**Run 1: clock distribution**

The bar under the picture is 50 um long.
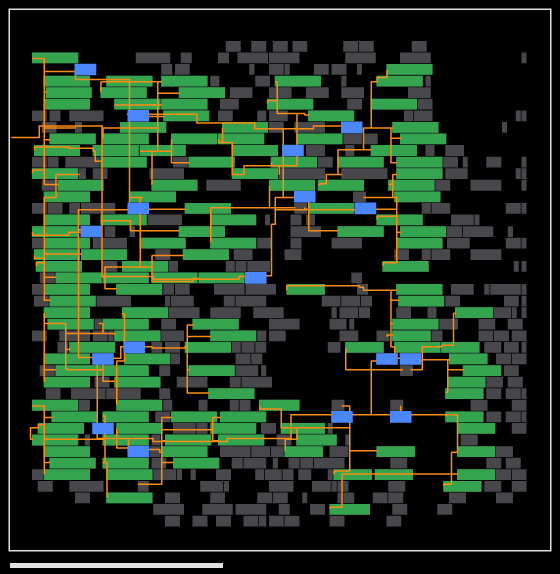
**Run 1: selected gate families**

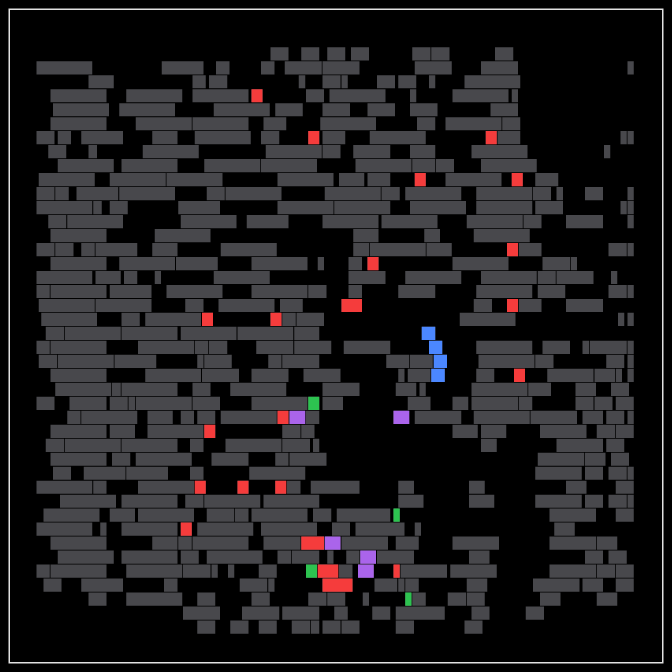
**Run 1: congestion heat map**

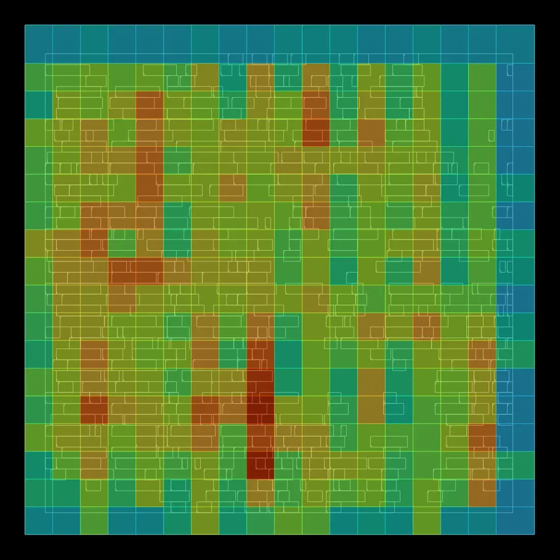
==> src/rtl/fb_arbiter.sv <==
`default_nettype none
// ============================================================================
// Module   : fb_arbiter
// Purpose  : Single-port framebuffer BRAM arbiter. Display reads always win;
//            camera writes queue in a small FIFO and drain on free cycles.
// Options  : define FB_ARBITER_STATS_EN for stall / high-water statistics.
// Revision : 1.0 - initial release
// ============================================================================
module fb_arbiter #(
   parameter int ADDR_W     = 17,
   parameter int DATA_W     = 12,
   parameter int FIFO_DEPTH = 4
) (
   input  logic                            i_clk,
   input  logic                            i_rstn,
   input  logic                            i_rd_req,
   input  logic [ADDR_W-1:0]               i_rd_addr,
   output logic [DATA_W-1:0]               o_rd_data,
   output logic                            o_rd_valid,
   input  logic                            i_wr_valid,
   output logic                            o_wr_ready,
   input  logic [ADDR_W-1:0]               i_wr_addr,
   input  logic [DATA_W-1:0]               i_wr_data,
   output logic                            o_mem_en,
   output logic                            o_mem_we,
   output logic [ADDR_W-1:0]               o_mem_addr,
   output logic [DATA_W-1:0]               o_mem_wdata,
   input  logic [DATA_W-1:0]               i_mem_rdata,
   output logic [$clog2(FIFO_DEPTH):0]     o_fifo_level,
   output logic [15:0]                     o_stall_cnt,
   output logic [$clog2(FIFO_DEPTH):0]     o_max_level
);

   localparam int c_PTR_W = $clog2(FIFO_DEPTH);
   localparam int c_LVL_W = c_PTR_W + 1;
   localparam logic [c_LVL_W-1:0] c_FULL = c_LVL_W'(FIFO_DEPTH);

   logic [ADDR_W-1:0]  r_fifo_addr [FIFO_DEPTH];
   logic [DATA_W-1:0]  r_fifo_data [FIFO_DEPTH];
   logic [c_PTR_W-1:0] r_wr_ptr;
   logic [c_PTR_W-1:0] r_rd_ptr;
   logic [c_LVL_W-1:0] r_level;
   logic [c_LVL_W-1:0] w_level_nxt;
   logic               r_wr_ready;
   logic               w_push;
   logic               w_pop;
   logic               r_rd_pend;
   logic               r_rd_valid;
   logic [DATA_W-1:0]  r_rd_data;

   assign w_push      = i_wr_valid & r_wr_ready;
   assign w_pop       = ~i_rd_req & (r_level != '0);
   assign w_level_nxt = r_level + c_LVL_W'(w_push) - c_LVL_W'(w_pop);

   // Display reads take the port unconditionally; the FIFO head drains otherwise.
   assign o_mem_en    = i_rd_req | w_pop;
   assign o_mem_we    = w_pop;
   assign o_mem_addr  = i_rd_req ? i_rd_addr : r_fifo_addr[r_rd_ptr];
   assign o_mem_wdata = r_fifo_data[r_rd_ptr];

   assign o_wr_ready   = r_wr_ready;
   assign o_fifo_level = r_level;
   assign o_rd_valid   = r_rd_valid;
   assign o_rd_data    = r_rd_data;

   always_ff @(posedge i_clk) begin
      if (w_push) begin
         r_fifo_addr[r_wr_ptr] <= i_wr_addr;
         r_fifo_data[r_wr_ptr] <= i_wr_data;
      end
   end

   // Ready is registered from the next level so it stays low through reset
   // and a same-cycle pop never re-opens a full FIFO.
   always_ff @(posedge i_clk or negedge i_rstn) begin
      if (!i_rstn) begin
         r_wr_ptr   <= '0;
         r_rd_ptr   <= '0;
         r_level    <= '0;
         r_wr_ready <= 1'b0;
      end else begin
         if (w_push) r_wr_ptr <= r_wr_ptr + c_PTR_W'(1);
         if (w_pop)  r_rd_ptr <= r_rd_ptr + c_PTR_W'(1);
         r_level    <= w_level_nxt;
         r_wr_ready <= (w_level_nxt != c_FULL);
      end
   end

   always_ff @(posedge i_clk or negedge i_rstn) begin
      if (!i_rstn) begin
         r_rd_pend  <= 1'b0;
         r_rd_valid <= 1'b0;
         r_rd_data  <= '0;
      end else begin
         r_rd_pend  <= i_rd_req;
         r_rd_valid <= r_rd_pend;
         if (r_rd_pend) r_rd_data <= i_mem_rdata;
      end
   end

`ifdef FB_ARBITER_STATS_EN
   logic [15:0]        r_stall_cnt;
   logic [c_LVL_W-1:0] r_max_level;

   always_ff @(posedge i_clk or negedge i_rstn) begin
      if (!i_rstn) begin
         r_stall_cnt <= '0;
         r_max_level <= '0;
      end else begin
         if (i_wr_valid && !r_wr_ready && (r_stall_cnt != 16'hFFFF))
            r_stall_cnt <= r_stall_cnt + 16'd1;
         if (w_level_nxt > r_max_level)
            r_max_level <= w_level_nxt;
      end
   end

   assign o_stall_cnt = r_stall_cnt;
   assign o_max_level = r_max_level;
`else
   assign o_stall_cnt = '0;
   assign o_max_level = '0;
`endif

endmodule
`default_nettype wire

==> config.mk <==
export PLATFORM = sky130hd
export DESIGN_NAME = fb_arbiter
export DESIGN_NICKNAME = d
export VERILOG_FILES = /design/src/rtl/fb_arbiter.sv
export SDC_FILE = /design/constraint.sdc
export NUM_CORES = 1
export LEC_CHECK = 0
export CAP_MARGIN = 15
export CORE_MARGIN = 5
export CORE_UTILIZATION = 42
export CTS_BUF_LIST = sky130_fd_sc_hd__clkbuf_8
export CTS_CLUSTER_DIAMETER = 60
export DETAILED_ROUTE_END_ITERATION = 6
export PLACE_DENSITY = 0.73
export SLEW_MARGIN = 20
export SYNTH_ARGS = -nofsm -noshare
export SYNTH_HDL_FRONTEND = slang
export SYNTH_SLANG_ARGS = --single-unit
==> constraint.sdc <==
create_clock -name i_clk -period 2.49 [get_ports i_clk]
set_clock_uncertainty 0.1 [all_clocks]
set_input_delay 0.3735 -clock i_clk [delete_from_list [all_inputs] [get_ports i_clk]]
set_output_delay 0.3735 -clock i_clk [all_outputs]
set_load 0.05 [all_outputs]
==> ci_impl_report.md, run 1 <==
### Metrics collected by this job

| Metric | Value |
|---|---|
| NetSw | 0.00331 W |
| DR WL met2 | 5690 um |
| Rows | 42 |
| EDFF count, synth | 116 |
| Dominant register cell | edfxtp_1 |
| Fraction of registers with async set/reset | 0.159 |
| Layout net count | 514 |
| Sink Count | 138 |
| First-pass detailed-route iteration total | 4 |
| CP startpoint | r_rd_ptr[0]$_DFFE_PN0P_ |
| Final Cell Area | 0.00764 mm2 |
| Seq share, synth | 0.703 |
| Late-Pin Clk Latency | 0.43 ns |
| Clock root cell | clkbuf_8 |
| Wire per inst | 17.6 um |
| Cell type with the largest total area | edfxtp_1 |
| Final setup fails | 0 |
| Post-synth regs | 138 |
| Chip height | 127 um |
| Max clock buf depth | 2 |
| Data buffer area share | 0.193 |
| Synthesized area per cell | 18.3 um2 |
| Area added between synthesis and finish | 33.3% |
| Post-Syn Instances | 313 |
| CTS tree | yes |
| Fillers | 1020 |
| Critical path arrival | 1.91 ns |
| Registers | 138 |
| Element type at the critical path end | output port |
| Fin. Hold Viols | 0 |
| Reg-to-Reg End | o_wr_ready$_DFF_PN0_ |
| Vias/cell | 4.83 |
| Top cell excl fill/tap | edfxtp_1 |
| CP startpoint kind | flip-flop |
| CP required | 2.02 ns |
| Lkg Pwr | 2.81 nW |
| Slew @ Worst Pin | 0.533 ns |
| I/O pin total | 129 |
| Switching Share | 0.378 |
| Period minus WS final | 2.38 ns |
| CTS resizes | 2 |
| Yosys stat chip area | 0.00573 mm2 |
| Placed Cells | 596 |
| Post CTS Setup Buffer Count | 2 |
| Warnings, synthesis | 0 |
| Mi-comb count | 137 |
| Metal-1 WL | 4330 um |
| Status | finished clean |
| Final-layout clock buffer total | 17 |
| Clock buf/inv share | 0.0502 |
| Pre-CTS setup slack | 0.0125 ns |
| Mapped Area | 0.00573 mm2 |
| RSZ-0062 raised after global routing | false |
| GPL Wtd Cong | 0.741 |
| First-pass GRT wire length | 17300 um |
Notes on 'clock distribution' above:
flip-flops -> green  # count 138
clock wires -> orange  # length 1520 um
clock drivers -> blue  # count 17
flops lie = widely spread

Notes on 'selected gate families' above:
AND and OR gates -> blue  # cells 4, most used and3_2
XOR/XNOR gates -> purple  # cells 5, most used xnor2_1, where bottom centre
NAND gates -> green  # cells 4, where bottom centre
NOR gates -> red  # cells 22, most used nor2b_1

Notes on 'congestion heat map' above:
fraction of met2 tracks used by global routing: 0.245
Tot GR Track Use: 0.143
Final Util: 0.575

==> run 1: flip-flops by register name, indices dropped and copies added (netlist names) <==
| name | flops |
|---|---|
| r_fifo_addr | 68 |
| o_rd_valid | 1 |
| r_wr_ptr | 2 |
| o_fifo_level | 3 |
| r_fifo_data | 48 |
| o_rd_data | 12 |
| o_wr_ready | 1 |
| r_rd_pend | 1 |
| r_rd_ptr | 2 |
==> run 1: power groups by stage <==
| stage | Sequential, W | Combinational (W) | Clock (W) |
|---|---|---|---|
| after CTS | 0.00322 | 0.00383 | 0.00179 |
| after detailed placement | 0.00328 | 0.00377 | 0 |
| final | 0.00321 | 0.00380 | 0.00173 |
| after global placement | 0.00325 | 0.00372 | 0 |
| after floorplan | 0.00333 | 0.00237 | 0 |
| after global routing | 0.00325 | 0.00402 | 0.00189 |
==> run 1: critical path, stage by stage, from the launching register on <==
cell and delay (ns):
dfrtp_4 0.51, buf_12 0.21, mux4_2 0.54, buf_4 0.21
==> run 1: Yosys cell counts (3+ instances only) <==
| master | instances |
|---|---|
| edfxtp_1 | 116 |
| dfrtp_1 | 22 |
| a211oi_2 | 10 |
| xnor2_1 | 3 |
| a221oi_2 | 17 |
| inv_1 | 22 |
| buf_4 | 23 |
| buf_6 | 5 |
| ha_1 | 6 |
| buf_2 | 4 |
| and3_1 | 4 |
| nor2b_1 | 17 |
| a211oi_1 | 7 |
| mux2_1 | 13 |
| mux2i_1 | 17 |
| mux4_2 | 12 |
==> run 1: logic make-up after synthesis <==
family | Yosys count | share of synthesized area
mux | 42 | 0.102
simple gates | 30 | 0.0327
fa+ha+maj | 7 | 0.0166
flops | 138 | 0.703
buf+inv | 56 | 0.0611
compound gates | 34 | 0.0755
other cells | 1 | 0.000654
xor+xnor | 5 | 0.00764
==> run 1 -> run 2 <==
Settings changed: SLEW_MARGIN 20 to 40.
**Run 2: clock distribution**

The bar under the picture is 50 um long.
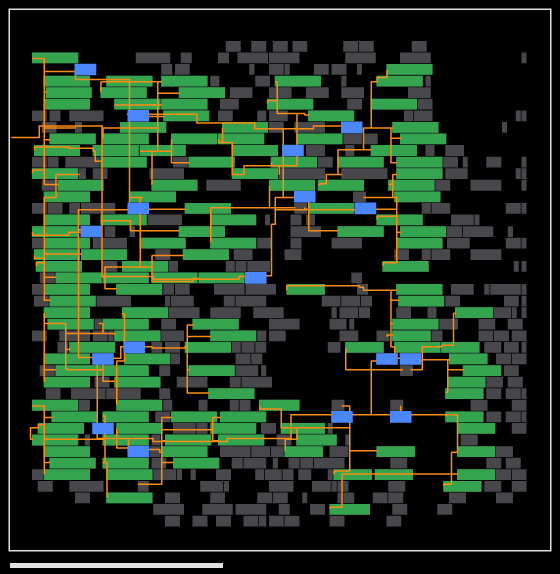
clock drivers -> blue  # count 17
clock wires -> orange  # length 1520 um
flip-flops -> green  # count 138
flops lie = widely spread
routed clock nets = 18

==> run 2 against run 1 <==
Effect of this change: via count unchanged; final cell count stayed put; register-to-register slack hardly changed; hold slack did not move; highest routed layer unchanged; non-clock buffer count stayed put; first-iteration DRC count did not move; worst setup slack unchanged; count of clock-buffer cells in the layout did not move.
==> ci_impl_report.md, run 2 <==
### Metrics collected by this job

| Metric | Value |
|---|---|
| Status | finished clean |
| Late-Pin Clk Latency | 0.43 ns (about the same) |
| CTS HTree Levels | 4 |
| EDFF count, synth | 116 (unchanged) |
| Fin. Hold Viols | 0 (unchanged) |
| Flop share of the area | 0.529 |
| First-pass detailed-route iteration total | 4 (unchanged) |
| RSZ-0062 raised after global routing | false |
| Max Slew Vio Count | 0 |
| Clock root cell | clkbuf_8 |
| Clock buf/inv share | 0.0502 (unchanged) |
| CP startpoint kind | flip-flop |
| Largest Register | r_fifo_addr |
| Largest register FFs | 68 (unchanged) |
| CP required | 2.02 ns (about the same) |
| Slew @ Worst Pin | 0.533 ns (unchanged) |
| Slowest CP cell | mux4_2 |
| Via count | 3063 |
| Tot GR Track Use | 0.143 (unchanged) |
| Fillers | 1020 (unchanged) |
| Period minus WS final | 2.38 ns (unchanged) |
| Inserted Clock Buffers | 17 |
| CTS tree | yes |
| CP Cell Sequence | buf_12 -> mux4_2 -> buf_4 |
| Rows | 42 (unchanged) |
| Vias/cell | 4.83 (unchanged) |
| Dominant register cell | edfxtp_1 |
| Cell with the most instances after synthesis | edfxtp_1 |
| Top cell excl fill/tap | edfxtp_1 |
| Sink Count | 138 (unchanged) |
| Post-Syn Instances | 313 (unchanged) |
| Synthesized area per cell | 18.3 um2 (unchanged) |
| Final Util | 0.575 (unchanged) |
| Final-layout clock buffer total | 17 (unchanged) |
| GPL Wtd Cong | 0.741 (unchanged) |
| Yosys stat chip area | 0.00573 mm2 (unchanged) |
| Element type at the critical path end | output port |
| Worst Path Max Fanout | 20 |
| Worst path top cell family by delay | multiplexers |
| Clk pin slew, worst setup/hold paths | 0.07 ns |
| Port bufs | 109 |
| Wire per inst | 17.6 um (unchanged) |
| Area added between synthesis and finish | 33.3% (unchanged) |
| Slowest Stage Delay on Critical Path | 0.54 ns (about the same) |
| Total power draw | 0.00874 W |
| Peak supply drop | 0.920 mV |
| Crit path depth | 3 (unchanged) |
| Data buffer area share | 0.193 (unchanged) |
| I/O pin total | 129 (unchanged) |
| Flop area | 0.00404 mm2 |
| Chip height | 127 um (unchanged) |
| Lkg Pwr | 2.81 nW (unchanged) |
| First-pass GRT wire length | 17300 um (unchanged) |
| Max clock buf depth | 2 (unchanged) |
| Registers | 138 (unchanged) |
| Synth top cells by count | edfxtp_1, buf_4, dfrtp_1, inv_1 |
| Warnings, synthesis | 0 (unchanged) |
| Setup TNS | 0 ns |
| Mi-comb count | 137 (unchanged) |
| Post-synth regs | 138 (unchanged) |
| Tool warning count | 29 |
| Fraction of registers with async set/reset | 0.159 (unchanged) |
| CP bufs+invs | 2 (unchanged) |
| Cell type with the largest total area | edfxtp_1 |
| Seq share, synth | 0.703 (unchanged) |
| Final setup fails | 0 (unchanged) |
| Largest cell class | flip-flops and latches |
| Mapped Area | 0.00573 mm2 (unchanged) |
| Reg-to-Reg End | o_wr_ready$_DFF_PN0_ |
| Vias in the first global route | 3290 |
| Critical path arrival | 1.91 ns (about the same) |
| CP startpoint | r_rd_ptr[0]$_DFFE_PN0P_ |
| Layout net count | 514 (unchanged) |
-- run 2: cell counts after synthesis --
No cell type changed its count.
-- run 2: repair_timing --
item | 4_1_cts | 5_1_grt
resized | 2 | 0
buffers inserted | 2 | 4
pin swaps | 1 | 2
setup endpoints to repair | 18 | 6
hold endpoints to repair | 0 | 0
-- run 2: metal layers --
layer	share of wire	vias up	global-route usage
met2	0.51	102	0.245
li1	-	1432	-
met5	0	-	0
met1	0.39	1517	0.155
met4	0.015	0	0.0536
met3	0.086	12	0.0673
-- run 2: power by group --
group,switching (W),leakage [nW],internal (W),total [W]
logic,0.00225,1.30,0.00155,0.00380
registers,0.000213,1.31,0.00300,0.00321
clock network,0.000845,0.195,0.000889,0.00173
-- run 2: kinds of logic (layout without fill, tap and decap cells) --
family | count (synthesis) | count (layout) | share of synthesized area
AND-OR/OR-AND | 34 | 34 | 0.0755
XOR/XNOR | 5 | 5 | 0.00764
adder cells (fa/ha/maj) | 7 | 7 | 0.0166
buffers and inverters | 56 | 183 | 0.0611
flip-flops | 138 | 138 | 0.703
multiplexers | 42 | 42 | 0.102
other | 1 | 19 | 0.000654
AND/OR/NAND/NOR | 30 | 30 | 0.0327
-- run 2: per-stage QoR --
stage | instance area (um2) | cells | setup WS [ns] | hold slack (ns)
final | 7640 | 634 | 0.107 | 0.194
after CTS | 7600 | 630 | 0.0162 | 0.178
after floorplan | 5820 | 331 | 0.0308 | -0.0221
after detailed placement | 7200 | 596 | 0.0125 | 0.377
after global routing | 7640 | 634 | 0.00558 | 0.197
after global placement | 7200 | 596 | 0.103 | 0.367
Power is estimated from default activity; no workload was simulated.
